## src/rtl/cnt_capture_pkg.sv

```systemverilog
// ============================================================================
// Module   : cnt_capture_pkg
// Purpose  : Shared types and constants for the cnt_capture_buf slice.
// Revision : 1.0 - initial release
// ============================================================================
`default_nettype none

package cnt_capture_pkg;

   typedef enum logic [2:0] {
      IDLE = 3'd0,
      PRE  = 3'd1,
      WAIT = 3'd2,
      POST = 3'd3,
      DONE = 3'd4
   } state_t;

   localparam int          SAMPLE_W     = 19;
   localparam logic [15:0] TRIG_CNT     = 16'h0000;
   localparam logic [15:0] TRIG_CNT_DLY = 16'hFFFF;

   function automatic logic [SAMPLE_W-1:0] make_sample(input logic        toggle,
                                                       input logic        one_fifty,
                                                       input logic        hundred,
                                                       input logic [15:0] cnt);
      return {toggle, one_fifty, hundred, cnt};
   endfunction

endpackage

`default_nettype wire

```

## src/rtl/cnt_capture_ram.sv

```systemverilog
// ============================================================================
// Module   : cnt_capture_ram
// Purpose  : Simple dual-port ring storage, one write port, registered read
//            with one cycle of latency.
// Revision : 1.0 - initial release
// ============================================================================
`default_nettype none

module cnt_capture_ram #(
   parameter int DEPTH = 256,
   parameter int WIDTH = 19
) (
   input  logic                     clk,
   input  logic                     we,
   input  logic [$clog2(DEPTH)-1:0] waddr,
   input  logic [WIDTH-1:0]         wdata,
   input  logic                     re,
   input  logic [$clog2(DEPTH)-1:0] raddr,
   output logic [WIDTH-1:0]         rdata
);

   logic [WIDTH-1:0] mem [DEPTH];

   always_ff @(posedge clk) begin
      if (we) mem[waddr] <= wdata;
      if (re) rdata <= mem[raddr];
   end

endmodule

`default_nettype wire

```

## src/rtl/cnt_capture_buf.sv

```systemverilog
// ============================================================================
// Module   : cnt_capture_buf
// Purpose  : Trigger-positioned capture of the cnt_demo outputs into a ring,
//            streamed out over valid/ready. Optional checker: CNT_CONSISTENCY_CHK_EN.
// Revision : 1.0 - initial release
// ============================================================================
`default_nettype none

module cnt_capture_buf
   import cnt_capture_pkg::*;
#(
   parameter int DEPTH     = 256,
   parameter int PRE_DEPTH = 128
) (
   input  logic                osc_ext,
   input  logic                reset,
   input  logic                arm,
   input  logic [15:0]         cnt_in,
   input  logic [15:0]         cnt_dly_in,
   input  logic                hundred,
   input  logic                one_fifty,
   input  logic                toggle,
   output logic                busy,
   output logic                trig_seen,
   output logic                rd_valid,
   output logic [SAMPLE_W-1:0] rd_data,
   output logic                rd_last,
   input  logic                rd_ready,
   output logic                cnt_err
);

   localparam int              AW        = $clog2(DEPTH);
   localparam logic [AW-1:0]   PRE_LAST  = AW'(PRE_DEPTH - 1);
   localparam logic [AW-1:0]   POST_LAST = AW'(DEPTH - PRE_DEPTH - 1);
   localparam logic [AW-1:0]   PRE_OFS   = AW'(PRE_DEPTH);
   localparam logic [AW:0]     RD_TOTAL  = (AW+1)'(DEPTH);
   localparam logic [AW:0]     RD_LAST   = (AW+1)'(DEPTH - 1);

   state_t                state;
   logic [AW-1:0]         wr_addr;
   logic [AW-1:0]         trig_addr;
   logic [AW-1:0]         rd_ptr;
   logic [AW-1:0]         phase_cnt;
   logic [AW:0]           rd_cnt;
   logic                  wr_en;
   logic                  trig;
   logic [SAMPLE_W-1:0]   sample;
   logic [SAMPLE_W-1:0]   q_data;
   logic                  q_valid;
   logic                  q_last;
   logic [SAMPLE_W-1:0]   pf_data;
   logic                  pf_valid;
   logic                  pf_last;
   logic                  accept;
   logic                  issue;
   logic [1:0]            occ_after;

   assign wr_en  = (state == PRE) || (state == WAIT) || (state == POST);
   assign trig   = (cnt_in == TRIG_CNT) && (cnt_dly_in == TRIG_CNT_DLY);
   assign sample = make_sample(toggle, one_fifty, hundred, cnt_in);
   assign busy   = (state != IDLE);
   assign accept = rd_valid && rd_ready;

   // Words held after this edge (output + prefetch + landing RAM word); a new
   // read is only issued if its result is guaranteed a slot when it lands.
   always_comb begin
      occ_after = {1'b0, rd_valid} + {1'b0, pf_valid} + {1'b0, q_valid} - {1'b0, accept};
      issue     = (state == DONE) && (rd_cnt != RD_TOTAL) && (occ_after <= 2'd1);
   end

   cnt_capture_ram #(
      .DEPTH (DEPTH),
      .WIDTH (SAMPLE_W)
   ) u_ram (
      .clk   (osc_ext),
      .we    (wr_en),
      .waddr (wr_addr),
      .wdata (sample),
      .re    (issue),
      .raddr (rd_ptr),
      .rdata (q_data)
   );

   always_ff @(posedge osc_ext) begin
      if (reset) begin
         state     <= IDLE;
         wr_addr   <= '0;
         trig_addr <= '0;
         rd_ptr    <= '0;
         phase_cnt <= '0;
         trig_seen <= 1'b0;
      end else begin
         case (state)
            IDLE: if (arm) begin
               state     <= PRE;
               wr_addr   <= '0;
               phase_cnt <= '0;
            end
            PRE: begin
               wr_addr   <= wr_addr + 1'b1;
               phase_cnt <= phase_cnt + 1'b1;
               if (phase_cnt == PRE_LAST) state <= WAIT;
            end
            WAIT: begin
               wr_addr <= wr_addr + 1'b1;
               if (trig) begin
                  trig_addr <= wr_addr;
                  trig_seen <= 1'b1;
                  phase_cnt <= AW'(1);
                  if (POST_LAST == '0) begin
                     state  <= DONE;
                     rd_ptr <= wr_addr - PRE_OFS;
                  end else begin
                     state <= POST;
                  end
               end
            end
            POST: begin
               wr_addr   <= wr_addr + 1'b1;
               phase_cnt <= phase_cnt + 1'b1;
               if (phase_cnt == POST_LAST) begin
                  state  <= DONE;
                  rd_ptr <= trig_addr - PRE_OFS;
               end
            end
            DONE: begin
               if (issue) rd_ptr <= rd_ptr + 1'b1;
               if (accept && rd_last) begin
                  state     <= IDLE;
                  trig_seen <= 1'b0;
               end
            end
            default: state <= IDLE;
         endcase
      end
   end

   always_ff @(posedge osc_ext) begin
      if (reset) begin
         rd_cnt   <= '0;
         q_valid  <= 1'b0;
         q_last   <= 1'b0;
         pf_data  <= '0;
         pf_valid <= 1'b0;
         pf_last  <= 1'b0;
         rd_valid <= 1'b0;
         rd_last  <= 1'b0;
         rd_data  <= '0;
      end else if (state == IDLE) begin
         rd_cnt   <= '0;
         q_valid  <= 1'b0;
         q_last   <= 1'b0;
         pf_valid <= 1'b0;
         rd_valid <= 1'b0;
         rd_last  <= 1'b0;
      end else begin
         q_valid <= issue;
         q_last  <= issue && (rd_cnt == RD_LAST);
         if (issue) rd_cnt <= rd_cnt + 1'b1;
         if (!rd_valid || rd_ready) begin
            if (pf_valid) begin
               rd_data  <= pf_data;
               rd_last  <= pf_last;
               rd_valid <= 1'b1;
               pf_data  <= q_data;
               pf_last  <= q_last;
               pf_valid <= q_valid;
            end else if (q_valid) begin
               rd_data  <= q_data;
               rd_last  <= q_last;
               rd_valid <= 1'b1;
            end else begin
               rd_valid <= 1'b0;
               rd_last  <= 1'b0;
            end
         end else if (q_valid) begin
            pf_data  <= q_data;
            pf_last  <= q_last;
            pf_valid <= 1'b1;
         end
      end
   end

`ifdef CNT_CONSISTENCY_CHK_EN
   logic err_flag;

   always_ff @(posedge osc_ext) begin
      if (reset) begin
         err_flag <= 1'b0;
      end else if ((state == IDLE) && arm) begin
         err_flag <= 1'b0;
      end else if (wr_en && (cnt_in != cnt_dly_in + 16'd1)) begin
         err_flag <= 1'b1;
      end
   end

   assign cnt_err = err_flag;
`else
   assign cnt_err = 1'b0;
`endif

endmodule

`default_nettype wire

```

## config.mk

```make
export PLATFORM = sky130hd
export DESIGN_NAME = cnt_capture_buf
export DESIGN_NICKNAME = d
export VERILOG_FILES = /design/src/rtl/cnt_capture_pkg.sv /design/src/rtl/cnt_capture_ram.sv /design/src/rtl/cnt_capture_buf.sv
export SDC_FILE = /design/constraint.sdc
export NUM_CORES = 2
export LEC_CHECK = 0
export ABC_CLOCK_PERIOD_IN_PS = 3500
export CAP_MARGIN = 40
export CORE_UTILIZATION = 40
export CTS_CLUSTER_DIAMETER = 120
export CTS_CLUSTER_SIZE = 14
export DETAILED_ROUTE_END_ITERATION = 10
export SETUP_SLACK_MARGIN = 0.3
export SYNTH_ARGS = -nofsm -noshare
export SYNTH_HDL_FRONTEND = slang
export SYNTH_MEMORY_MAX_BITS = 65536
export SYNTH_SLANG_ARGS = --single-unit
```

## constraint.sdc

```tcl
create_clock -name osc_ext -period 3.5 [get_ports osc_ext]
set_input_delay 0.7 -clock osc_ext [delete_from_list [all_inputs] [get_ports osc_ext]]
set_output_delay 0.7 -clock osc_ext [all_outputs]
set_load 0.02 [all_outputs]
```

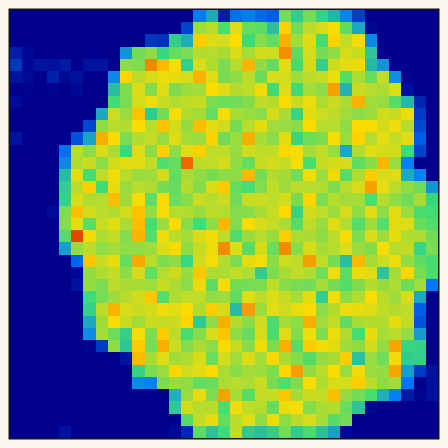
(images/util_map.png)
35 x 35 tiles, from dark blue (low) to red (high), 0 to 100% covered.
tiles over 75% full: 6.3%
fullest tile: 92%
mean over tiles: 45%
emptiest ninth of the die: south-west
fp_density: 0.402
final design utilization: 0.470

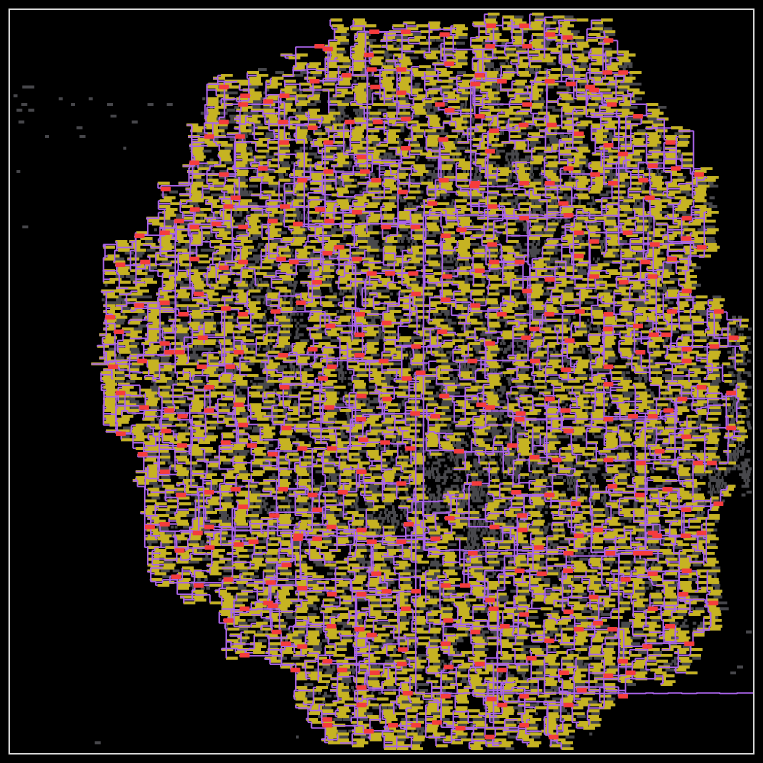
(images/clock_wires.png)
[purple] clock wires | length: 53.8 mm
[yellow] flip-flops | count: 4972
[red] clock-net drivers | count: 394
routed clock nets: 395
power drawn by the clock network: 40.8 mW
power share of the clock group: 0.379
Worst Clk Skew: 0.0876 ns

==> sequential cells by signal, summed over array words and instances, names as in the netlist <==
name and flops:
pf_data 19, pf_last 1, pf_valid 1, phase_cnt 8, q_last 1, q_valid 1
rd_cnt 9, rd_data 19, rd_last 1, rd_ptr 8, rd_valid 1, state 3
trig_addr 8, trig_seen 1, u_ram.mem 4864, u_ram.rdata 19, wr_addr 8
==> stage by stage <==
stage,hold WS [ns],area (µm²)
2_1_floorplan,0.448,191000
3_3_place_gp,0.472,209000
3_5_place_dp,0.468,209000
4_1_cts,0.00657,223000
5_1_grt,0.0485,223000
6_report,0.0798,223000
==> Flow_metrics.wiki <==
=== Synthesis and place and route ===
{| class="wikitable"
! Metric !! Value
|-
| Outcome || completed
|-
| Number of diodes added for antenna fixing || 15
|-
| Detail Placement HPWL || 374000 µm
|-
| Final weighted congestion in routability-driven placement || 0.887
|-
| Routed length on met3 || 64000 µm
|-
| Synth-to-layout area growth || 16.8%
|-
| Critical path arrival || 4.13 ns
|-
| Reg2Reg Capture Point || u_ram.rdata[4]
|-
| Worst hold endpoint || u_ram.mem[47][12]
|-
| Share of Yosys cell area claimed by the top area cell type || 0.767
|-
| Signal buffers share of area || 0.0634
|-
| Crit-path max FO || 12
|-
| Max stage delay cell, worst path || mux4_2
|-
| Power density over the cells || 483 nW/µm²
|-
| Worst hold path class || in -> reg
|-
| Number of input and output port buffers inserted || about 60
|-
| Area share of and-or/or-and cells after synthesis || 0.0365
|-
| Total combinational power || 1.65 mW
|-
| Detailed router's first-iteration violation count || between 10000 and 15000
|-
| Netlist area before placement || 191000 µm²
|-
| Setup repair after global routing missed its margin || true
|-
| Clock Pin Slew Worst Setup and Hold Paths || 0.07 ns
|-
| Synth top area cells || edfxtp_1 77%, mux4_2 12%, mux2i_1 2.7%, dfxtp_1 0.93%, nor2_1 0.74%
|-
| Classification of the worst setup path || reg -> reg
|-
| Sum of routed wire segments on met1 || about 230000 µm
|-
| H-tree level count || 5
|-
| Startpoint of the worst-slack reg-to-reg timing path || rd_ptr[0]
|-
| Setup slack of the most critical reg-to-reg path || ~0.11 ns
|-
| Seq cells || roughly 5000
|-
| Worst skew pair latency || 1.05 ns
|-
| Net load switching power || ~22 mW
|-
| Hold Buf Count CTS || 6
|-
| Clock buffers || between 400 and 500
|-
| Grt peak-use layer || met2
|-
| Cell with the most instances after synthesis || edfxtp_1
|-
| Minimum period implied by the final worst setup slack || roughly 3.4 ns
|-
| Rel. slew slack || 0.135
|-
| Yosys reg bits || 4972
|-
| Maximum capacitance violations || 0
|-
| # Post-CTS Setup Buffers || between 70 and 80
|-
| Average detailed-routed wire length per instance || 36.0 µm
|-
| Clock Sinks || 4972
|-
| Capturing element of the worst setup path || u_ram.rdata[4]
|-
| Final number of setup-violating endpoints || 0
|-
| Clk root buf || clkbuf_16
|-
| Number of cells traversed by the worst hold path || 1
|-
| Hold path startpoint || cnt_in[12]
|-
| Critical path required time || roughly 4.2 ns
|-
| Placed cells || 15900
|-
| Avg Synthesized Cell Area || 21.6 µm²
|-
| GRT Residual Overflow || 0
|-
| Number of combinational gates with multiple inputs || 3321
|-
| Maximum number of pins on one net before global-route repair || around 180
|-
| Setup_tns || 0 ns
|-
| Ports || 63
|-
| Fraction of area in registers || 0.665
|-
| Mux share || 0.153
|-
| Routed Wire Length || roughly 590000 µm
|-
| Timing startpoint of the critical path || rd_ptr[0]
|-
| VDD IR max || 0.000419 V
|-
| List of most frequent post-synthesis cells || 4883 x edfxtp_1, 1045 x mux4_2, 524 x mux2i_1, 378 x nor2_1, 252 x clkbuf_1
|-
| Filler cell count || 39000
|-
| Pin slew with the least headroom to its limit || about 1.3 ns
|-
| Number of nets at floorplan || between 8000 and 9000
|-
| Detail Route Antenna Nets || 0
|-
| Internal power consumption || 86.1 mW
|-
| Number of placement rows || 253
|-
| Global-route met3 utilization || 0.0526
|-
| Worst setup SP type || flip-flop
|-
| Async set-reset flop share out of synthesis || 0
|-
| Number of global-route vias before repair || roughly 99000
|-
| Cell chain of the critical path || buf_12, buf_16, buf_16, buf_16, buf_12, mux4_2, mux2i_1, o21ai_0, nor3_4, buf_4, buf_4, o31ai_1
|-
| Logic share of the area || 0.188
|-
| Cell Type Count || 78
|-
| XORs/XNORs by Area || 0.000962
|-
| Tap cell instance count || 6375
|-
| Floorplan die area || 481000 µm²
|-
| Achievable clock frequency || 0.295 GHz
|-
| Cell accounting for the most synthesized area || edfxtp_1
|-
| DR vias/cell || 6.14
|-
| Number of warning messages in the yosys log || 0
|-
| Largest Pwr Group || sequential cells
|-
| Number of stages on the worst setup path || 12
|-
| Total area of multi-input combinational cells || approximately 42000 µm²
|-
| Metal2 WL || 275000 µm
|-
| Switching share of power || 0.201
|-
| Inverters || 16
|-
| Proportion of layout cells with a drive suffix above 1 || 0.329
|-
| Sequential-to-total area share from yosys stat || 0.776
|-
| Highest metal used || met5
|-
| Post-cts repair resize count || 312
|-
| Drc violations || 0
|-
| GR met2 Demand/Resource || 0.377
|-
| Power Total || ~110 mW
|-
| Max Transition Viols Final || 0
|}
No activity file was given, so power comes from the tool's default toggle rates.
